## config.mk

```make
export PLATFORM = sky130hd
export DESIGN_NAME = compare_recoded_float_pipe
export DESIGN_NICKNAME = d
export VERILOG_FILES = /design/src/rtl/compare_recoded_float_pipe.sv
export SDC_FILE = /design/constraint.sdc
export NUM_CORES = 1
export LEC_CHECK = 0
export CAP_MARGIN = 10
export CORE_MARGIN = 2
export CORE_UTILIZATION = 54
export CTS_CLUSTER_SIZE = 10
export DETAILED_ROUTE_END_ITERATION = 8
export DONT_BUFFER_PORTS = 1
export PLACE_DENSITY = 0.79
export SYNTH_ARGS = -nofsm -noshare
export SYNTH_HDL_FRONTEND = slang
export SYNTH_SLANG_ARGS = --single-unit
```

## constraint.sdc

```tcl
create_clock -name clk -period 2.9 [get_ports clk]
set_input_delay 0.58 -clock clk [delete_from_list [all_inputs] [get_ports clk]]
set_output_delay 0.58 -clock clk [all_outputs]
set_load 0.02 [all_outputs]
```

## src/rtl/compare_recoded_float_pipe.sv

```systemverilog
// Two-stage pipelined comparator for recoded floating-point operands.
// Handles EQ/LT/LE/UNORD as boolean results and MIN/MAX as value results.
// Carries an opaque tag alongside each operation and keeps sticky invalid flags.
module compare_recoded_float_pipe #(
    parameter int expSize = 8,
    parameter int sigSize = 24,
    parameter int TAG_W   = 5
) (
    input  logic                         clk,
    input  logic                         reset_n,
    input  logic                         in_valid,
    output logic                         in_ready,
    input  logic [2:0]                   in_op,
    input  logic [expSize+sigSize:0]     in_a,
    input  logic [expSize+sigSize:0]     in_b,
    input  logic [TAG_W-1:0]             in_tag,
    output logic                         out_valid,
    input  logic                         out_ready,
    output logic [expSize+sigSize:0]     out_result,
    output logic [4:0]                   out_flags,
    output logic [TAG_W-1:0]             out_tag,
    output logic [4:0]                   flags_acc,
    input  logic                         flags_clear
);

    localparam int size = expSize + sigSize;

    localparam logic [2:0] OP_EQ    = 3'd0;
    localparam logic [2:0] OP_LT    = 3'd1;
    localparam logic [2:0] OP_LE    = 3'd2;
    localparam logic [2:0] OP_MIN   = 3'd3;
    localparam logic [2:0] OP_MAX   = 3'd4;
    localparam logic [2:0] OP_UNORD = 3'd5;

    // Quiet NaN with positive sign and only the fraction MSB set.
    localparam logic [size:0] CANON_NAN =
        {1'b0, 3'b111, {(expSize-2){1'b0}}, 1'b1, {(sigSize-2){1'b0}}};

    // Stage 1 state: operands, decoded classes and the magnitude comparison.
    logic                s1Valid_q;
    logic [2:0]          s1Op_q;
    logic [TAG_W-1:0]    s1Tag_q;
    logic [size:0]       s1A_q;
    logic [size:0]       s1B_q;
    logic                s1NanA_q;
    logic                s1NanB_q;
    logic                s1SnanAny_q;
    logic                s1BothZero_q;
    logic                s1MagLt_q;
    logic                s1MagEq_q;

    // Stage 2 state: the final result as presented on the outputs.
    logic                s2Valid_q;
    logic [size:0]       s2Result_q;
    logic [4:0]          s2Flags_q;
    logic [TAG_W-1:0]    s2Tag_q;
    logic [4:0]          acc_q;

    // Decode of the incoming operands.
    logic                nanA_d;
    logic                nanB_d;
    logic                zeroA_d;
    logic                zeroB_d;
    logic                snanA_d;
    logic                snanB_d;
    logic [size-1:0]     magA_d;
    logic [size-1:0]     magB_d;

    // Stage 2 next-state values.
    logic [size:0]       result_d;
    logic                invalid_d;

    logic                s2Load;
    logic                outFire;

    assign s2Load   = !s2Valid_q || out_ready;
    assign in_ready = !s1Valid_q || s2Load;
    assign outFire  = s2Valid_q && out_ready;

    assign out_valid  = s2Valid_q;
    assign out_result = s2Result_q;
    assign out_flags  = s2Flags_q;
    assign out_tag    = s2Tag_q;
    assign flags_acc  = acc_q;

    // Classify both operands; zeros collapse to magnitude 0 so any zero encoding compares equal.
    always_comb begin
        nanA_d  = (in_a[size-1 -: 3] == 3'b111);
        nanB_d  = (in_b[size-1 -: 3] == 3'b111);
        zeroA_d = (in_a[size-1 -: 3] == 3'b000);
        zeroB_d = (in_b[size-1 -: 3] == 3'b000);
        snanA_d = nanA_d && !in_a[sigSize-2];
        snanB_d = nanB_d && !in_b[sigSize-2];
        magA_d  = zeroA_d ? '0 : in_a[size-1:0];
        magB_d  = zeroB_d ? '0 : in_b[size-1:0];
    end

    // Stage 1 captures a new operation whenever the pipe can move forward.
    always_ff @(posedge clk or negedge reset_n) begin
        if (!reset_n) begin
            s1Valid_q    <= 1'b0;
            s1Op_q       <= '0;
            s1Tag_q      <= '0;
            s1A_q        <= '0;
            s1B_q        <= '0;
            s1NanA_q     <= 1'b0;
            s1NanB_q     <= 1'b0;
            s1SnanAny_q  <= 1'b0;
            s1BothZero_q <= 1'b0;
            s1MagLt_q    <= 1'b0;
            s1MagEq_q    <= 1'b0;
        end else if (in_ready) begin
            s1Valid_q <= in_valid;
            if (in_valid) begin
                s1Op_q       <= in_op;
                s1Tag_q      <= in_tag;
                s1A_q        <= in_a;
                s1B_q        <= in_b;
                s1NanA_q     <= nanA_d;
                s1NanB_q     <= nanB_d;
                s1SnanAny_q  <= snanA_d || snanB_d;
                s1BothZero_q <= zeroA_d && zeroB_d;
                s1MagLt_q    <= (magA_d < magB_d);
                s1MagEq_q    <= (magA_d == magB_d);
            end
        end
    end

    // Resolve the selected operation from the stage 1 decode into a result and invalid bit.
    always_comb begin
        logic signA;
        logic signB;
        logic unord;
        logic eqR;
        logic ltR;
        logic gtR;
        logic aLessTot;
        logic bLessTot;
        logic magGt;

        signA = s1A_q[size];
        signB = s1B_q[size];
        unord = s1NanA_q || s1NanB_q;
        magGt = !s1MagLt_q && !s1MagEq_q;

        eqR = !unord && (s1BothZero_q || ((signA == signB) && s1MagEq_q));
        ltR = !unord && !s1BothZero_q &&
              ((signA && !signB) || (!signA && !signB && s1MagLt_q) || (signA && signB && magGt));
        gtR = !unord && !s1BothZero_q &&
              ((!signA && signB) || (!signA && !signB && magGt) || (signA && signB && s1MagLt_q));

        // For MIN/MAX a negative zero sorts below a positive zero.
        aLessTot = ltR || (s1BothZero_q && signA && !signB);
        bLessTot = gtR || (s1BothZero_q && !signA && signB);

        result_d  = '0;
        invalid_d = 1'b0;

        case (s1Op_q)
            OP_EQ: begin
                result_d[0] = eqR;
                invalid_d   = s1SnanAny_q;
            end
            OP_LT: begin
                result_d[0] = ltR;
                invalid_d   = unord;
            end
            OP_LE: begin
                result_d[0] = ltR || eqR;
                invalid_d   = unord;
            end
            OP_UNORD: begin
                result_d[0] = unord;
                invalid_d   = s1SnanAny_q;
            end
            OP_MIN, OP_MAX: begin
                invalid_d = s1SnanAny_q;
                if (s1NanA_q && s1NanB_q) begin
                    result_d = CANON_NAN;
                end else if (s1NanA_q) begin
                    result_d = s1B_q;
                end else if (s1NanB_q) begin
                    result_d = s1A_q;
                end else if (s1Op_q == OP_MIN) begin
                    result_d = bLessTot ? s1B_q : s1A_q;
                end else begin
                    result_d = aLessTot ? s1B_q : s1A_q;
                end
            end
            default: begin
                result_d  = '0;
                invalid_d = 1'b1;
            end
        endcase
    end

    // Stage 2 registers the result; it holds steady while the consumer stalls.
    always_ff @(posedge clk or negedge reset_n) begin
        if (!reset_n) begin
            s2Valid_q  <= 1'b0;
            s2Result_q <= '0;
            s2Flags_q  <= '0;
            s2Tag_q    <= '0;
        end else if (s2Load) begin
            s2Valid_q <= s1Valid_q;
            if (s1Valid_q) begin
                s2Result_q <= result_d;
                s2Flags_q  <= {invalid_d, 4'b0000};
                s2Tag_q    <= s1Tag_q;
            end
        end
    end

    // Sticky flag accumulator; a clear drops history but keeps the flags handed over this cycle.
    always_ff @(posedge clk or negedge reset_n) begin
        if (!reset_n) begin
            acc_q <= '0;
        end else if (flags_clear) begin
            acc_q <= outFire ? s2Flags_q : 5'b00000;
        end else if (outFire) begin
            acc_q <= acc_q | s2Flags_q;
        end
    end

endmodule

```

run_1/power_grid.png
Pins as bars on the die edge. Tap cells in grey.
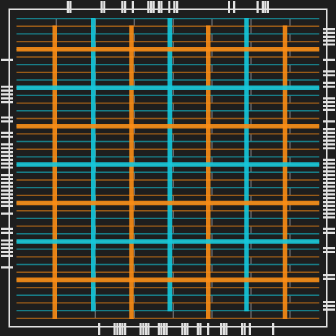
[cyan] VDD
[orange] VSS
signal pins: 129
met5 straps: 7
tap cells: 143

run_1/placement_by_type.png
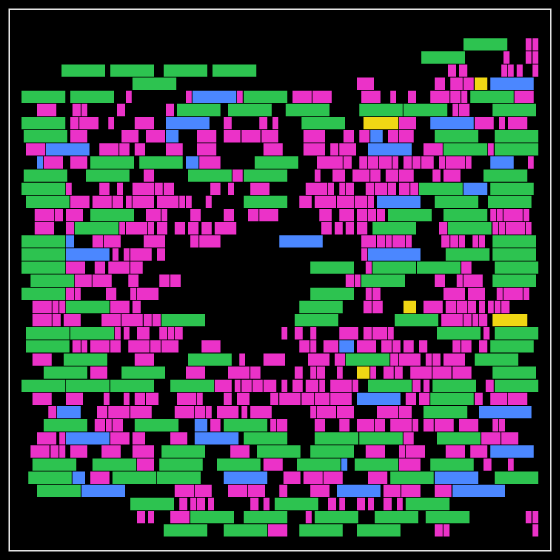
[magenta] combinational and other logic | cells: 423 | share of their area: 45%
[green] flops | cells: 122 | share of their area: 45%
[blue] clock drivers and dummy loads | cells: 32 | share of their area: 9.1%
[yellow] other buffers and delay cells | cells: 5 | share of their area: 0.92%

run_1/clk_routes.png
The bar under the picture is 20 um long.
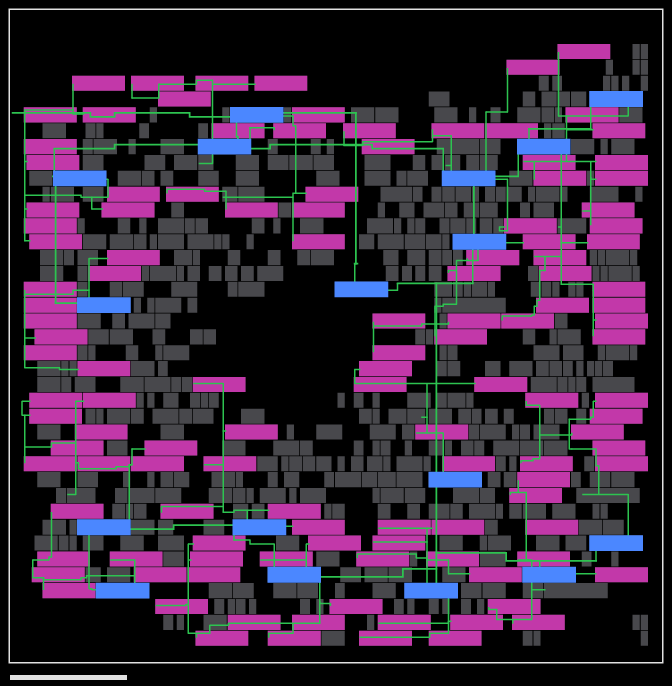
[blue] clock drivers | count: 17
[green] clock wires | length: 1440 um
[magenta] flip-flops | count: 122
routed clock nets: 18

==> out/metrics.cfg, run 1 <==
[setup_path]
startpoint_type = register
crit_required_ns = 3.15
arrival_ns = 2.83
setup.worst_path.class = reg2reg
endpoint_kind = register
rr_worst_depth = 7
r2r_slack_ns = 0.32
slowest_delay_ns = 0.50
cp_top_family = AND-OR/OR-AND gates
cp-startpoint = s1A_q[32]
critPathMaxFanout = 28
critPathSlowestCell = and2_4

[route]
routed-wl-met3_um = 1222
dr.max_layer_used = met4
dr.pass1.iters = 4
vias = 4308
wl_met2_um = 7035
drt-total-wl_um = 13900
drt_iter0_markers = 248

[final_layout]
fin_nets = 684
nonClkBufAreaFrac = 0.008998
multi_input_comb_cells = 414
lay_top_cells = dfrtp_1, nand2_1, mux2_2
fin_cells = 725
multiInputGateArea_mm2 = 0.003009
largest_class = flip-flops and latches
comb_share = 0.4328
layout-drive-gt1-share = 0.2010
clk_share = 0.08854

[power_and_ir_drop]
power_clock_uw = 2150
internal_power_uw = 3815
pg_comb_uw = 869
seq_power_uw = 2320
total_leakage_power_uw = 0.003232
p_sw_frac = 0.2853
power_density_mw_per_mm2 = 767.6
finalPower_uw = 5337
power.switching_uw = 1523
pwr-share-comb = 0.163
power_leader = registers
pwr-share-clk = 0.403

[synth]
ys.flop_type = dfrtp_1
synthCells = 574
top_cells_by_area = dfrtp_1, mux2_2, ha_1, nand2_1, mux2i_1
synthTopCellsByCount = dfrtp_1, nand2_1, mux2_2, ha_1
synth_cell_types = 46
synth_area_mm2 = 0.006279
synth-seq-area-share = 0.4862
ys_sh_aoi = 0.09366
synth_stat.cells = 574
ys_sh_mux = 0.1768
synth_adder_area_share = 0.07174
syn_area_per_cell_um2 = 10.94

[clocking]
clk_latency_ns = 0.42
clockBufferDepth = 2
cts_tree = done
post_cts_resized = 0
numCtsBuffers = 17
cts_root_buffer = clkbuf_16
path_clk_slew_ns = 0.06
clock-sinks = 122

[final_timing]
finalSetupViolations = 0
relSlewSlack = 0.2826
maxSlewViolCount = 0
worst_pin_slew_ns = 1.076
max_freq_ghz = 0.3881
setup_ws_ns = 0.3231
hold_viol = 122
post-route-min-period_ns = 2.577
rsz0062_at_grt = no
hold_ws_ns = -0.1430

[place]
dp.cells = 693
place_ws_ns = 0.2449
placed_area_mm2 = 0.006337
numPortBuffers = 0

[floorplan]
taps = 143
dieArea_mm2 = 0.01251
rows = 39
core_area_mm2 = 0.01137
fp_util = 0.5522
die_h_um = 111.8

[status]
outcome = finished with violations
violations = negative hold slack

[flow_run]
tool_warnings = 33
maxCapViolCount = 0

[grt]
top_usage_layer = met2
grt_usage = 0.2305
gr-total-overflow = 0
use_met1 = 0.2647
grtUsageMet2 = 0.3907

==> run 2: changes to the inputs <==
--- a/config.mk
+++ b/config.mk
@@ -6,12 +6,15 @@
 export NUM_CORES = 1
 export LEC_CHECK = 0
 export CAP_MARGIN = 10
+export CELL_PAD_IN_SITES_DETAIL_PLACEMENT = 1
+export CELL_PAD_IN_SITES_GLOBAL_PLACEMENT = 1
 export CORE_MARGIN = 2
-export CORE_UTILIZATION = 54
+export CORE_UTILIZATION = 50
 export CTS_CLUSTER_SIZE = 10
 export DETAILED_ROUTE_END_ITERATION = 8
 export DONT_BUFFER_PORTS = 1
-export PLACE_DENSITY = 0.79
+export GPL_ROUTABILITY_DRIVEN = 0
+export PLACE_DENSITY = 0.9
 export SYNTH_ARGS = -nofsm -noshare
 export SYNTH_HDL_FRONTEND = slang
 export SYNTH_SLANG_ARGS = --single-unit
==> out/metrics.cfg, run 2 <==
[final_layout]
multiInputGateArea_mm2 = 0.003009  ; unchanged
fin_cells = 749  ; +3.3%
clk_share = 0.08067  ; -0.007866
nonClkBufAreaFrac = 0.009746  ; +0.0007479
multi_input_comb_cells = 414  ; unchanged
num-clock-buffers = 24
fin_nets = 683  ; -0.15%
nFillCells = 1283
layout-drive-gt1-share = 0.1979  ; -0.003096
largest_class = flip-flops and latches
lay_top_cells = dfrtp_1, nand2_1, mux2_2
comb_share = 0.4340  ; +0.001250

[floorplan]
taps = 168  ; +17%
dieArea_mm2 = 0.01347  ; +7.7%
rows = 40  ; +2.6%
fp_util = 0.5184  ; -0.03383
core_area_mm2 = 0.01211  ; +6.5%
die_h_um = 116.1  ; +3.8%

[power_and_ir_drop]
internal_power_uw = 3657  ; -4.1%
power.switching_uw = 1551  ; +1.9%
power_clock_uw = 1980  ; -8%
power_leader = registers
seq_power_uw = 2340  ; about the same
pwr-share-clk = 0.381  ; -0.022
power_density_mw_per_mm2 = 751.2  ; -2.1%
pg_comb_uw = 889  ; +2.3%
pwr-share-comb = 0.171  ; +0.008
vdd_drop_max_v = 0.0004587
finalPower_uw = 5208  ; -2.4%

[setup_path]
endpoint_kind = register
cp-endpoint = out_result[12]
arrival_ns = 2.88  ; +0.05 ns
cp_top_family = AND-OR/OR-AND gates
critPathSlowestCell = and2_4
cp-startpoint = s1A_q[32]
critPathMaxFanout = 28  ; unchanged
rr_worst_depth = 7  ; unchanged
slowest_delay_ns = 0.52  ; +0.02 ns
crit_required_ns = 3.14  ; about the same
setup.worst_path.class = reg2reg
r2r_slack_ns = 0.26  ; -0.06 ns
startpoint_type = register

[final_timing]
max_freq_ghz = 0.3793  ; -2.2%
worst_pin_slew_ns = 1.108  ; +0.03167 ns
post-route-min-period_ns = 2.636  ; +0.05919 ns
finalSetupViolations = 0  ; unchanged
hold_ws_ns = -0.1411  ; +0.001909 ns
setup_ws_ns = 0.2639  ; -0.05919 ns
skew_ns = 0.007289
relSlewSlack = 0.2615  ; -0.02111
hold_viol = 122  ; unchanged
maxSlewViolCount = 0  ; unchanged
rsz0062_at_grt = no

[synth]
syn_area_per_cell_um2 = 10.94  ; unchanged
synth_chip_area_mm2 = 0.006279
ys_sh_aoi = 0.09366  ; unchanged
synthTopCellsByCount = dfrtp_1, nand2_1, mux2_2, ha_1
synthArstFlopShare = 1.000
top_cells_by_area = dfrtp_1, mux2_2, ha_1, nand2_1, mux2i_1
synth-seq-area-share = 0.4862  ; unchanged
synth_adder_area_share = 0.07174  ; unchanged
ys.flop_type = dfrtp_1
yosysTopAreaCell = dfrtp_1
synthCells = 574  ; unchanged
xor_share = 0
synth_area_mm2 = 0.006279  ; unchanged
synth_cell_types = 46  ; unchanged
simple_gate_share = 0.1303
synth_stat.cells = 574  ; unchanged
ys_sh_mux = 0.1768  ; unchanged
yosysWarnings = 0
edf_count = 0

[grt]
use_met1 = 0.2702  ; +0.005512
gr-total-overflow = 0  ; unchanged

[clocking]
clock-sinks = 122  ; unchanged
numCtsBuffers = 17  ; unchanged
cts_root_buffer = clkbuf_16
path_clk_slew_ns = 0.05  ; about the same
post-cts-setup-buffer-count = 0
cts_tree = done
clockBufferDepth = 2  ; unchanged
post_cts_resized = 0  ; unchanged
clk_latency_ns = 0.42  ; about the same

[route]
drt_iter0_markers = 178  ; -28%
wl_met2_um = 8145  ; +16%
dr.pass1.iters = 4  ; unchanged
routed-wl-met3_um = 1212  ; -0.82%
dr.max_layer_used = met4
drc = 0

[place]
place_ws_ns = 0.3146  ; +0.06968 ns
dp.cells = 717  ; +3.5%
placed_area_mm2 = 0.006374  ; +0.57%
numPortBuffers = 0  ; unchanged

[status]
violations = negative hold slack
outcome = finished with violations

[flow_run]
tool_warnings = 33  ; unchanged
maxCapViolCount = 0  ; unchanged

run_2/wires.png
The bar under the picture is 20 um long.
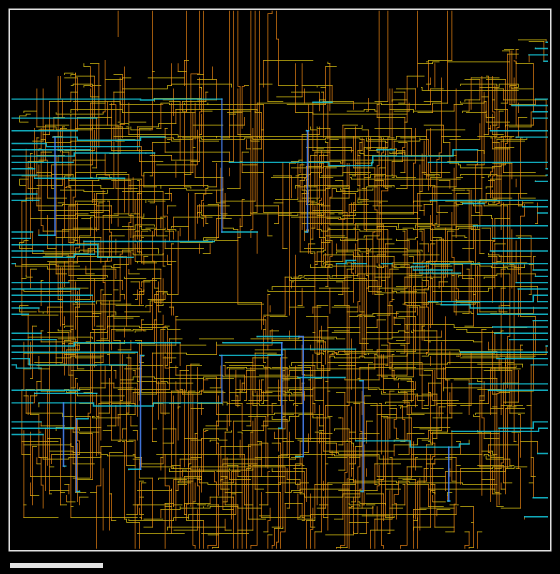
[cyan] metal 3 | wire length: 1210 um
[blue] metal 4 | wire length: 216 um
[yellow] metal 1 | wire length: 6070 um
[orange] metal 2 | wire length: 8150 um
DR vias: 4337
total routed wirelength: 15640 um
WL/cell: 20.88 um
gr usage total: 0.2485

run_2/congestion.png
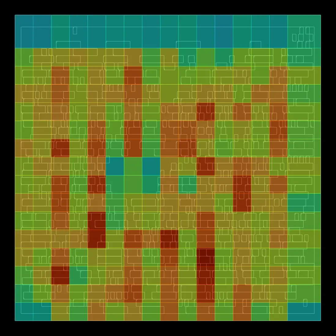
met2 usage: 0.4448
most used routing layer: met2
met3 global-route usage: 0.09362

No activity file was given, so power comes from the tool's default toggle rates.
